## src/rtl/legv8_pc_unit_ras.sv

```systemverilog
// legv8_pc_unit_ras
//   Program-counter unit for the LEGv8 datapath. It supports four select
//   modes (hold, +STEP, absolute load, PC-relative), an update enable, a
//   reset vector, and a circular return-address stack (RAS) for
//   branch-with-link and return.
//
// Parameters
//   PC_WIDTH     PC / address width in bits
//   RESET_VECTOR PC value loaded on reset
//   STEP         sequential increment in bytes
//   RAS_DEPTH    return-address stack entries (>=2, power of two)
//
// Ports
//   clock          rising-edge system clock
//   reset          synchronous, active-high
//   pc_en          update enable; when low, PC, RAS and flags hold
//   pc_sel[1:0]    00 hold, 01 pc+STEP, 10 load in_addr, 11 pc+(offset<<2)
//   in_addr        absolute target
//   offset         signed word offset for relative branches
//   link           push pc+STEP together with a load/relative jump
//   ret            pop the RAS top into pc (takes priority over pc_sel)
//   pc             registered current PC
//   pc_plus_step   combinational pc+STEP
//   ras_count      number of valid RAS entries
//   ras_empty      ras_count == 0
//   ras_full       ras_count == RAS_DEPTH
//   ras_overflow   sticky: push while full
//   ras_underflow  sticky: pop while empty
//   pc_misaligned  sticky: rejected target with nonzero bits [1:0]
//                  (present only when PC_ALIGN_CHECK_EN is defined)
//
// Build option
//   PC_ALIGN_CHECK_EN  when defined, misaligned targets are rejected and
//                      reported on pc_misaligned; otherwise targets load
//                      unchecked.

module legv8_pc_unit_ras #(
  parameter int unsigned             PC_WIDTH     = 64,
  parameter logic [PC_WIDTH-1:0]     RESET_VECTOR = '0,
  parameter int unsigned             STEP         = 4,
  parameter int unsigned             RAS_DEPTH    = 4
) (
  input  logic                               clock,
  input  logic                               reset,
  input  logic                               pc_en,
  input  logic [1:0]                         pc_sel,
  input  logic [PC_WIDTH-1:0]                in_addr,
  input  logic [PC_WIDTH-1:0]                offset,
  input  logic                               link,
  input  logic                               ret,
  output logic [PC_WIDTH-1:0]                pc,
  output logic [PC_WIDTH-1:0]                pc_plus_step,
  output logic [$clog2(RAS_DEPTH+1)-1:0]     ras_count,
  output logic                               ras_empty,
  output logic                               ras_full,
  output logic                               ras_overflow,
`ifdef PC_ALIGN_CHECK_EN
  output logic                               ras_underflow,
  output logic                               pc_misaligned
`else
  output logic                               ras_underflow
`endif
);

  localparam int unsigned PTR_W = $clog2(RAS_DEPTH);
  localparam int unsigned CNT_W = $clog2(RAS_DEPTH + 1);

  typedef enum logic [1:0] {
    SEL_HOLD = 2'b00,
    SEL_STEP = 2'b01,
    SEL_LOAD = 2'b10,
    SEL_REL  = 2'b11
  } sel_t;

  sel_t                  sel;
  logic [PC_WIDTH-1:0]   pc_q;
  logic [PC_WIDTH-1:0]   pc_next;
  logic [PC_WIDTH-1:0]   rel_off;
  logic [PC_WIDTH-1:0]   target;
  logic                  take_target;

  logic [PC_WIDTH-1:0]   ras_mem [RAS_DEPTH];
  logic [PTR_W-1:0]      top;
  logic [PTR_W-1:0]      top_inc;
  logic [PTR_W-1:0]      top_dec;
  logic [CNT_W-1:0]      count_q;
  logic                  push;
  logic                  pop;
  logic                  ovf_q;
  logic                  unf_q;
  logic                  ovf_set;
  logic                  unf_set;
`ifdef PC_ALIGN_CHECK_EN
  logic                  mis_q;
  logic                  mis_set;
`endif

  // The shift by two discards offset's top two bits.
  logic unused_offset_hi;
  assign unused_offset_hi = ^offset[PC_WIDTH-1:PC_WIDTH-2];

  assign sel          = sel_t'(pc_sel);
  assign rel_off      = {offset[PC_WIDTH-3:0], 2'b00};
  assign pc           = pc_q;
  assign pc_plus_step = pc_q + PC_WIDTH'(STEP);

  assign ras_count     = count_q;
  assign ras_empty     = (count_q == '0);
  assign ras_full      = (count_q == CNT_W'(RAS_DEPTH));
  assign ras_overflow  = ovf_q;
  assign ras_underflow = unf_q;
`ifdef PC_ALIGN_CHECK_EN
  assign pc_misaligned = mis_q;
`endif

  // Pointer arithmetic wraps naturally because RAS_DEPTH is a power of two.
  assign top_inc = top + 1'b1;
  assign top_dec = top - 1'b1;

  // Next-state decode. Every candidate target (load, relative, pop) is
  // funnelled through `target` so the optional alignment check sits in one
  // place and can cancel the push/pop that would accompany it.
  always_comb begin
    pc_next     = pc_q;
    target      = '0;
    take_target = 1'b0;
    push        = 1'b0;
    pop         = 1'b0;
    ovf_set     = 1'b0;
    unf_set     = 1'b0;
`ifdef PC_ALIGN_CHECK_EN
    mis_set     = 1'b0;
`endif
    if (pc_en) begin
      if (ret) begin
        if (ras_empty) begin
          unf_set = 1'b1;
        end else begin
          target      = ras_mem[top];
          take_target = 1'b1;
          pop         = 1'b1;
        end
      end else begin
        unique case (sel)
          SEL_HOLD: pc_next = pc_q;
          SEL_STEP: pc_next = pc_plus_step;
          SEL_LOAD: begin
            target      = in_addr;
            take_target = 1'b1;
            push        = link;
          end
          SEL_REL: begin
            target      = pc_q + rel_off;
            take_target = 1'b1;
            push        = link;
          end
        endcase
      end

      if (take_target) begin
`ifdef PC_ALIGN_CHECK_EN
        if (target[1:0] != 2'b00) begin
          mis_set = 1'b1;
          push    = 1'b0;
          pop     = 1'b0;
        end else begin
          pc_next = target;
        end
`else
        pc_next = target;
`endif
      end

      ovf_set = push && ras_full;
    end
  end

  // PC, stack pointer, count and sticky flags.
  always_ff @(posedge clock) begin
    if (reset) begin
      pc_q    <= RESET_VECTOR;
      top     <= '0;
      count_q <= '0;
      ovf_q   <= 1'b0;
      unf_q   <= 1'b0;
`ifdef PC_ALIGN_CHECK_EN
      mis_q   <= 1'b0;
`endif
    end else begin
      pc_q  <= pc_next;
      ovf_q <= ovf_q | ovf_set;
      unf_q <= unf_q | unf_set;
`ifdef PC_ALIGN_CHECK_EN
      mis_q <= mis_q | mis_set;
`endif
      if (push) begin
        // When full, advancing the pointer lands on the oldest entry,
        // which the write below overwrites; count saturates.
        top <= top_inc;
        if (!ras_full) begin
          count_q <= count_q + 1'b1;
        end
      end else if (pop) begin
        top     <= top_dec;
        count_q <= count_q - 1'b1;
      end
    end
  end

  // Stack storage carries no reset; its contents are qualified by count_q.
  always_ff @(posedge clock) begin
    if (!reset && push) begin
      ras_mem[top_inc] <= pc_plus_step;
    end
  end

endmodule

```

## config.mk

```make
export PLATFORM = sky130hd
export DESIGN_NAME = legv8_pc_unit_ras
export DESIGN_NICKNAME = d
export VERILOG_FILES = /design/src/rtl/legv8_pc_unit_ras.sv
export SDC_FILE = /design/constraint.sdc
export NUM_CORES = 1
export LEC_CHECK = 0
export CAP_MARGIN = 20
export CELL_PAD_IN_SITES_DETAIL_PLACEMENT = 0
export CELL_PAD_IN_SITES_GLOBAL_PLACEMENT = 1
export CORE_ASPECT_RATIO = 1.2
export CORE_MARGIN = 8
export CORE_UTILIZATION = 44
export CTS_CLUSTER_SIZE = 25
export DETAILED_ROUTE_END_ITERATION = 8
export PLACE_DENSITY_LB_ADDON = 0.3
export SLEW_MARGIN = 20
export SYNTH_ARGS = -nofsm -noshare
export SYNTH_HDL_FRONTEND = slang
export SYNTH_SLANG_ARGS = --single-unit
```

## constraint.sdc

```tcl
create_clock -name clock -period 4.1 [get_ports clock]
set_input_delay 0.41 -clock clock [delete_from_list [all_inputs] [get_ports clock]]
set_output_delay 0.41 -clock clock [all_outputs]
set_load 0.01 [all_outputs]
```

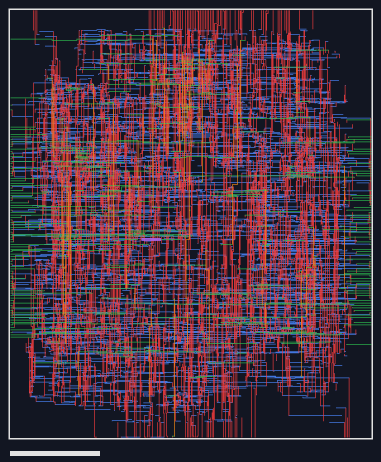
**Above:** run 1 (signal wires by layer).
Scale bar: 50 µm.
green -> met3  # wire length 4830 µm
orange -> met4  # wire length 2240 µm
red -> met2  # wire length 31.8 mm
blue -> met1  # wire length 25.5 mm
purple -> met5  # wire length 9.20 µm

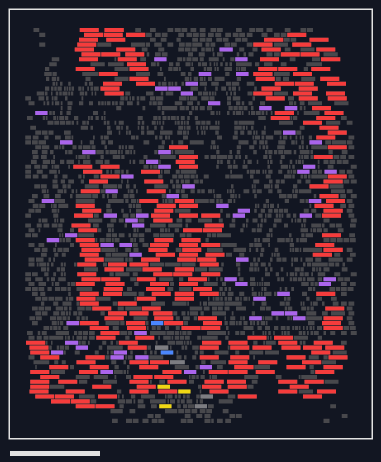
**Above:** run 1 (sequential cells grouped by signal name).
Scale bar: 50 µm.
yellow -> `ras_count`  # sequential cells 3
purple -> `pc`  # sequential cells 64, where widely spread
red -> `ras_mem`  # sequential cells 256, where widely spread
blue -> `top`  # sequential cells 2

==> ci_impl_report.md, run 1 <==
## PnR job results

| Metric | Value |
|---|---|
| Crit Path Class | `reg2out` |
| FF-to-FF End | `pc[62]` |
| Leading register cell type out of synthesis | `edfxtp_1` |
| Count of tool warnings | `31` |
| CP Capture Type | `output pin` |
| Worst EP arrival | `3.58 ns` |
| Hold Crit Class | `in2reg` |
| Initial drt markers | `1065` |
| Tightest Pin Transition | `0.876 ns` |
| Max Clk Rate | `251 MHz` |
| Crit path time final | `3.99 ns` |
| Worst Path Buf+Inv | `1` |
| Critical path startpoint category | `flop` |
| Post-synth ARST share | `0%` |
| Detail Placement HPWL | `47400 µm` |
| Initial Util | `44.5%` |
| Cells after synthesis | `1583` |
| Grt ovf | `0` |
| Top delay family on crit path | `simple AND/OR/NAND/NOR gates` |
| Final period util | `97.3%` |
| First-pass GRT wire length | `95700 µm` |
| Fill count | `3486` |
| Top Ports | `270` |
| Synth area leader | `edfxtp_1` |
| CTS clk-pin slew, worst paths | `0.06 ns` |
| DIE WIDTH | `201 µm` |
| Hold slack | `0.467 ns` |
| Non-filler instance count after layout | `2467` |
| Rel. slew slack | `41.2%` |
| Worst vdd ir | `0.341 mV` |
| Cell Type Count | `73` |
| Worst Setup SP | `pc[4]` |
| Slowest-stage cell, CP | `clkdlybuf4s50_1` |
| Hold buffer count at cts | `0` |
| Top cells by count | `edfxtp_1, nor2_1, nand2_1` |
| Reg2Reg Launch Point | `pc[2]` |
| Root Driver | `clkbuf_16` |
| Pleak | `8.54 nW` |
| Drt pass-1 iters | `7` |
| Critical Path Fanout Max | `7` |
| Placed Cells | `2401` |
| DRC violations left | `0` |
| Area share of the largest cell type after synthesis | `42.4%` |
| Worst r2r path cells | `15` |
| Crit path required time | `3.69 ns` |
| Net Count, Synth | `1786` |
| Outcome | `finished, final reports clean` |
| Total track usage | `25.9%` |
| Via count | `15000` |
| DR vias/cell | `6.06` |
| Critical path destination | `pc_plus_step[35]` |
| Pwr/cell area | `423 mW/mm²` |
| CTS tree | `done` |
| CP peak stage delay | `0.62 ns` |
| Cell area after synthesis | `0.0181 mm²` |
| Site Rows | `81` |
| Synth top area cells | `edfxtp_1, dfxtp_1, mux4_2` |
| Count of library flops with an enable pin | `256` |
| DR WL/cell | `26.1 µm` |
| Yosys reg bits | `329` |
| Hold Fails Final Rpt | `0` |
| CTS Buffer Depth | `3` |
| YS chip area | `0.0181 mm²` |
| I/O Buffers | `267` |
| Initial antenna violation count | `1` |
| CP cell instances | `and3_2, nand4_4, nor3_4, and3_1, nand4_1, nor2_1, xor2_2, clkdlybuf4s50_1` |
| Largest net degree at the start of global routing | `42` |
| Overall Power | `0.00988 W` |
| Die height | `238 µm` |
| Gp weighted congestion | `0.959` |
| Worst path depth | `8` |
| Maxcap violations | `0` |
| Share of cells above drive strength 1 | `14.5%` |
| R2R setup slack | `0.21 ns` |
| Total CTS buffers | `36` |
| Die Area | `0.0479 mm²` |
| Total core area | `0.0407 mm²` |
| Register share after synthesis | `50.5%` |
| Final #Nets | `2104` |
| H-tree depth | `2` |
| Endpoints failing setup | `0` |
| Syn avg cell area | `11.4 µm²` |
| Layout Skew | `0.0242 ns` |
| Synth Warn # | `0` |
| # diodes | `0` |
| Number of cells in Yosys stat | `1583` |
| Post-route ant nets | `0` |
| Top-count cell post-synth | `edfxtp_1` |
| Clock Sinks | `329` |
| Area Growth Syn to Fin | `29.0%` |
| Count of final max-slew check failures | `0` |
| Number of global-route vias before repair | `15500` |
| Post-Route WL | `64300 µm` |
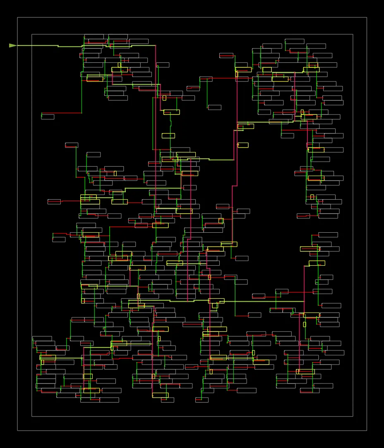
**Above:** run 1 (clock wiring as the flow saved it).
flip-flops: 329
Clock Latency Late Sink: 0.55 ns

[run 1: cells by family after synthesis]
logic type	synth area share, %
XOR/XNOR	5.42
AND-OR/OR-AND	15.4
multiplexers	9.48
buffers and inverters	2.69
adder cells (fa/ha/maj)	4.78
flip-flops	50.5
AND/OR/NAND/NOR	11.8
[run 1: power by group]
part / switching, W / internal, W
sequential: 0.000180 / 0.00374
combinational: 0.00144 / 0.00116
clock: 0.00136 / 0.00200
total: 0.00298 / 0.00690
[run 1: per-stage QoR]
step	util, %	TNS (ns)	cell area (µm²)	setup WS [ns]
after global placement	54.0	-0.0383	22000	-0.0383
final	57.3	0	23400	0.112
after floorplan	-	0	18100	0.818
after detailed placement	54.0	-0.271	22000	-0.105
after global routing	57.3	-0.117	23400	-0.0570
after CTS	57.1	0	23300	0.00935
[run 1: placed cells by master (no fill, tap or decap), drive strengths merged, types with 9 or more instances in the layout]
cell,instances
clkdlybuf4s50,262
edfxtp,256
nor2,137
nand2,112
buf,108
a21oi,97
o21ai,88
xnor2,76
dfxtp,73
ha,66
mux4,64
clkbuf,46
nand4,36
nor3,36
xor2,36
a21o,34
nand3,33
inv,33
a221oi,31
a211oi,24
mux2i,23
a22oi,23
and3,18
a31oi,16
a221o,16
and2,15
o211ai,13
clkinv,13
or3,11
o21bai,11
nor2b,11
and4,10
nor4,9
[run 1: metal layers]
metal	share of wire [%]	up-vias	routed length (µm)	GRT usage, %
met5	0.014	-	9	0
met3	7.5	135	4830	5.73
met1	40	7396	25500	31.2
met2	49	659	31800	45.3
li1	-	6767	-	-
met4	3.5	2	2240	9.33
[run 1: tightest hold or removal path: stages]
cell     delay [ns]
buf_2          0.19
nand2_1        0.10
o21ai_0        0.09
o21a_1         0.16
[run 1: state kept, by name (all words and copies together), names as in the netlist, named ones only]
signal / count
ras_underflow: 1
ras_mem: 256
ras_count: 3
pc: 64
ras_overflow: 1
top: 2
[run 1: worst min path at each step]
stage,start,endpoint,cells past startpoint
floorplan,ras_overflow,ras_overflow,2
global route,pc_sel[0],pc[63],4
finish,pc_sel[0],pc[63],4
global placement,ras_overflow,ras_overflow,2
detailed placement,ras_underflow,ras_underflow,2
CTS,pc_sel[0],pc[63],4
[run 1: final cells by class]
cell class              instances  area, µm²  share of cell area [%]
clock buffers                  46        968                    4.15
well taps                     539        674                    2.89
clock inverters                19        244                    1.04
flip-flops and latches        329       9160                    39.2
multi-input cells            1128       8640                    37.0
inverters                      33        124                   0.530
repair buffers                373       3540                    15.2
[run 1: timing repair]
item	in CTS	in global routing
endpoints found under the setup margin	23	23
hold endpoints to repair	0	0
buffers inserted	1	0
resized	13	21
pin swaps	3	2
--- run 2 (diff from run 1) ---
--- a/constraint.sdc
+++ b/constraint.sdc
@@ -3,2 +3,2 @@
 set_output_delay 0.41 -clock clock [all_outputs]
-set_load 0.01 [all_outputs]
+set_load 0.02 [all_outputs]
==> run 2 against run 1 <==
Wire length increased by 0.51%; setup slack better by 0.027 ns; global-route usage increased by 0.21 points; count of clock-buffer cells in the layout is 4 higher; sequential power about the same; critical path type unchanged.
==> ci_impl_report.md, run 2 <==
## PnR job results

| Metric | Value |
|---|---|
| Outcome | `finished, final reports clean` |
| Hold Fails Final Rpt | `0 (unchanged)` |
| Share of cells above drive strength 1 | `14.9% (+0.37 points)` |
| Syn avg cell area | `11.4 µm² (unchanged)` |
| Max reg flops | `256 (unchanged)` |
| CTS Buffer Depth | `3 (unchanged)` |
| Initial Util | `44.5% (unchanged)` |
| Register share after synthesis | `50.5% (unchanged)` |
| RSZ-0062 raised after global routing | `no` |
| Synth top area cells | `edfxtp_1, dfxtp_1, mux4_2` |
| Worst vdd ir | `0.349 mV (+2.3%)` |
| Critical path startpoint category | `flop` |
| CP Capture Type | `output pin` |
| Placed Cells | `2412 (+0.46%)` |
| Slowest-stage cell, CP | `clkdlybuf4s50_1` |
| Hold Crit Class | `in2reg` |
| Post-route ant nets | `0 (unchanged)` |
| Cell area after synthesis | `0.0181 mm² (unchanged)` |
| Crit Path Class | `reg2out` |
| Initial antenna violation count | `1 (unchanged)` |
| Top-count cell post-synth | `edfxtp_1` |
| Maxcap violations | `0 (unchanged)` |
| Pleak | `8.80 nW (+3.0%)` |
| Cell Type Count | `73 (unchanged)` |
| Number of global-route vias before repair | `15300 (-0.79%)` |
| Synth area leader | `edfxtp_1` |
| Area share of the largest cell type after synthesis | `42.4% (unchanged)` |
| Commonest Layout Cell | `edfxtp_1` |
| Met1 GRT Util | `32.3% (+1.1 points)` |
| Tightest Pin Transition | `0.943 ns (+0.0670 ns)` |
| Endpoints failing setup | `0 (unchanged)` |
| CP peak stage delay | `0.69 ns (+0.07 ns)` |
| Rel. slew slack | `36.7% (-4.5 points)` |
| Total CTS buffers | `36 (unchanged)` |
| Post-Route WL | `64600 µm (+0.51%)` |
| Top Layout Cells | `edfxtp_1, clkdlybuf4s50_1, nor2_1, nand2_1, buf_4` |
| Area Growth Syn to Fin | `29.2%` |
| Synth Warn # | `0 (unchanged)` |
| Net Count, Synth | `1786 (unchanged)` |
| Initial drt markers | `1237 (+16%)` |
| Worst r2r path cells | `15 (unchanged)` |
| Detail Placement HPWL | `47600 µm (+0.55%)` |
| Count of tool warnings | `31 (unchanged)` |
| Number of cells in Yosys stat | `1583 (unchanged)` |
| Root Driver | `clkbuf_16` |
| Post-synth ARST share | `0% (unchanged)` |
| Biggest register | `ras_mem` |
| DRC violations left | `0 (unchanged)` |
| Clock Latency Late Sink | `0.55 ns (about the same)` |
| Gp weighted congestion | `0.984 (+2.6%)` |
| I/O Buffers | `267 (unchanged)` |
| Via count | `14900 (-0.55%)` |
| DR vias/cell | `6.00 (-1.0%)` |
| Worst EP arrival | `3.55 ns (-0.03 ns)` |
| Crit path time final | `3.96 ns (-0.0273 ns)` |
| YS chip area | `0.0181 mm² (unchanged)` |
| Cells after synthesis | `1583 (unchanged)` |
| Hold slack | `0.454 ns (-0.0138 ns)` |
| Crit path top cell by count | `and3_1` |
| First-pass GRT wire length | `96600 µm (+0.88%)` |
| Final #Nets | `2115 (+0.52%)` |
| # diodes | `0 (unchanged)` |
| Count of final max-slew check failures | `0 (unchanged)` |
| Site Rows | `81 (unchanged)` |
| Clock Sinks | `329 (unchanged)` |
| Non-filler instance count after layout | `2479 (+0.49%)` |
| Largest net degree at the start of global routing | `43 (+2.4%)` |
| Leading register cell type out of synthesis | `edfxtp_1` |
| Total core area | `0.0407 mm² (unchanged)` |
| Top cells by count | `edfxtp_1, nor2_1, nand2_1` |
| H-tree depth | `2 (unchanged)` |
| Total track usage | `26.1% (+0.21 points)` |
| Met2 global-route usage | `45.1% (-0.15 points)` |
| DR WL/cell | `26.1 µm (about the same)` |
| Layout Skew | `0.0225 ns (-0.00171 ns)` |
| Drt pass-1 iters | `7 (unchanged)` |
| Die Area | `0.0479 mm² (unchanged)` |
| Met3 usage | `5.97% (+0.24 points)` |
| Crit path required time | `3.69 ns (about the same)` |
| Die height | `238 µm (unchanged)` |
| Pwr/cell area | `421 mW/mm² (-0.40%)` |
| GRT busiest layer | `met2` |
| CP cell instances | `buf_4, and3_1, nand4_2, nor3_4, and3_1, nand4_1, xnor2_1, clkdlybuf4s50_1` |
| CTS clk-pin slew, worst paths | `0.06 ns (about the same)` |
| DIE WIDTH | `201 µm (unchanged)` |
| Yosys reg bits | `329 (unchanged)` |
| Count of library flops with an enable pin | `256 (unchanged)` |
| Critical Path Fanout Max | `4 (-3)` |
| Max Clk Rate | `252 MHz (+0.69%)` |
| CTS tree | `done` |
| Fill count | `3480 (-0.17%)` |
| WHS Path Cells | `4 (unchanged)` |
| Top Ports | `270 (unchanged)` |
| Final period util | `96.6% (-0.67 points)` |
| Grt ovf | `0 (unchanged)` |
run 2: cell counts after synthesis:
No cell type changed its count.
run 2: repair_timing:
action,4_1_cts,5_1_grt
hold buffers,0,0
setup endpoints to repair,24,27
resized,22,24
pin swaps,1,0
setup buffers,1,0
gates cloned,0,0
run 2: where the power goes:
part           total, W  leakage (nW)  internal (W)  switching, W
Clock           0.00322         0.577       0.00182       0.00140
Sequential      0.00389          2.95       0.00374      0.000149
Combinational   0.00275          5.27       0.00116       0.00159
run 2: per-layer routing:
metal,up-vias,share of wire (%),wire (µm)
met1,7404,40,26000
met5,-,0.020,13
li1,6764,-,-
met4,2,2.7,1750
met3,102,7.5,4860
met2,605,49,32000
run 2: kinds of logic after synthesis:
family | synth area share [%]
adders and majority gates | 4.78
muxes | 9.48
xor gates and xnor gates | 5.42
DFF | 50.5
buffers and inverters | 2.69
AOI/OAI and AO/OA | 15.4
and+or+nand+nor | 11.8
run 2: path summary, 6_finish.rpt:
kind	start	end	slack (ns)
setup / recovery	pc[3]	pc_plus_step[33]	0.14
setup reg to reg	pc[2]	pc[48]	0.32
hold / removal	pc_sel[0]	pc[63]	0.45
hold reg to reg	ras_overflow	ras_overflow	0.48
run 2: critical path, delay by kind of cell (launching register included):
family                 cells  cell delay, ns
XOR/XNOR                   1            0.37
buffers and inverters      2            0.85
flip-flops                 1            0.34
AND/OR/NAND/NOR            5            1.43
run 2: final cells by class:
type	count	area, µm²	area share, %
inverters	33	124	0.530
multi-input cells	1128	8620	36.9
clock buffers	50	1000	4.29
clock inverters	16	183	0.781
repair buffers	384	3630	15.5
well taps	539	674	2.88
flip-flops and latches	329	9160	39.1
run 2: stage by stage:
stage	TNS, ns	utilization (%)	power [W]	cell area [µm²]	worst slack, ns
after floorplan	0	-	0.00547	18100	0.818
after global placement	0	54.2	0.00668	22100	0.000999
after detailed placement	-0.0211	54.2	0.00668	22100	-0.0211
after CTS	0	57.2	0.00989	23300	0.0119
after global routing	0	57.4	0.0102	23400	0.00367
final	0	57.4	0.00986	23400	0.139
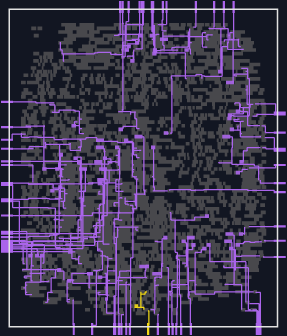
**Above:** run 2 (nets reached from selected ports).
yellow -> `ras_full`  # bits 1, direction output, edge bottom, end cells 1, buffers 1, wire 38.0 µm
purple -> `pc_plus_step`  # bits 64, direction output, edge 21 left, 18 bottom, 14 top, 11 right, end cells 64, buffers 66, wire 5950 µm

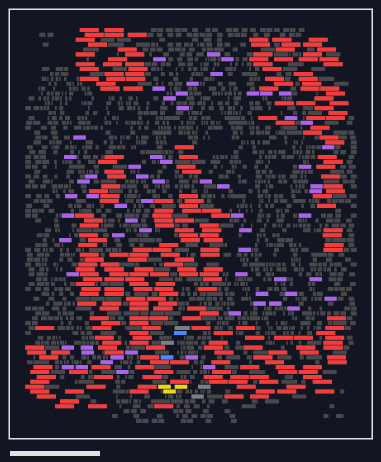
**Above:** run 2 (sequential cells grouped by signal name).
Scale bar: 50 µm.
yellow -> `ras_count`  # sequential cells 3
red -> `ras_mem`  # sequential cells 256, where widely spread
purple -> `pc`  # sequential cells 64, where widely spread
blue -> `top`  # sequential cells 2
not colored = 4

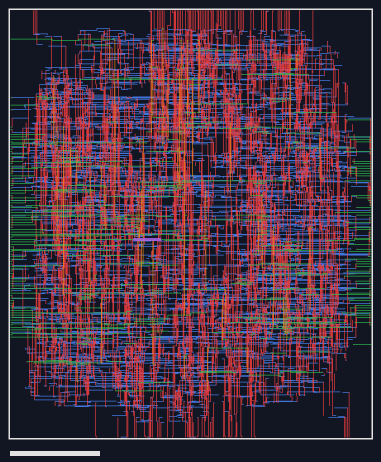
**Above:** run 2 (signal wires by layer).
Scale bar: 50 µm.
green -> met3  # wire length 4860 µm
blue -> met1  # wire length 26.0 mm
red -> met2  # wire length 32.0 mm
purple -> met5  # wire length 13.8 µm
orange -> met4  # wire length 1750 µm

No activity file was given, so power comes from the tool's default toggle rates.
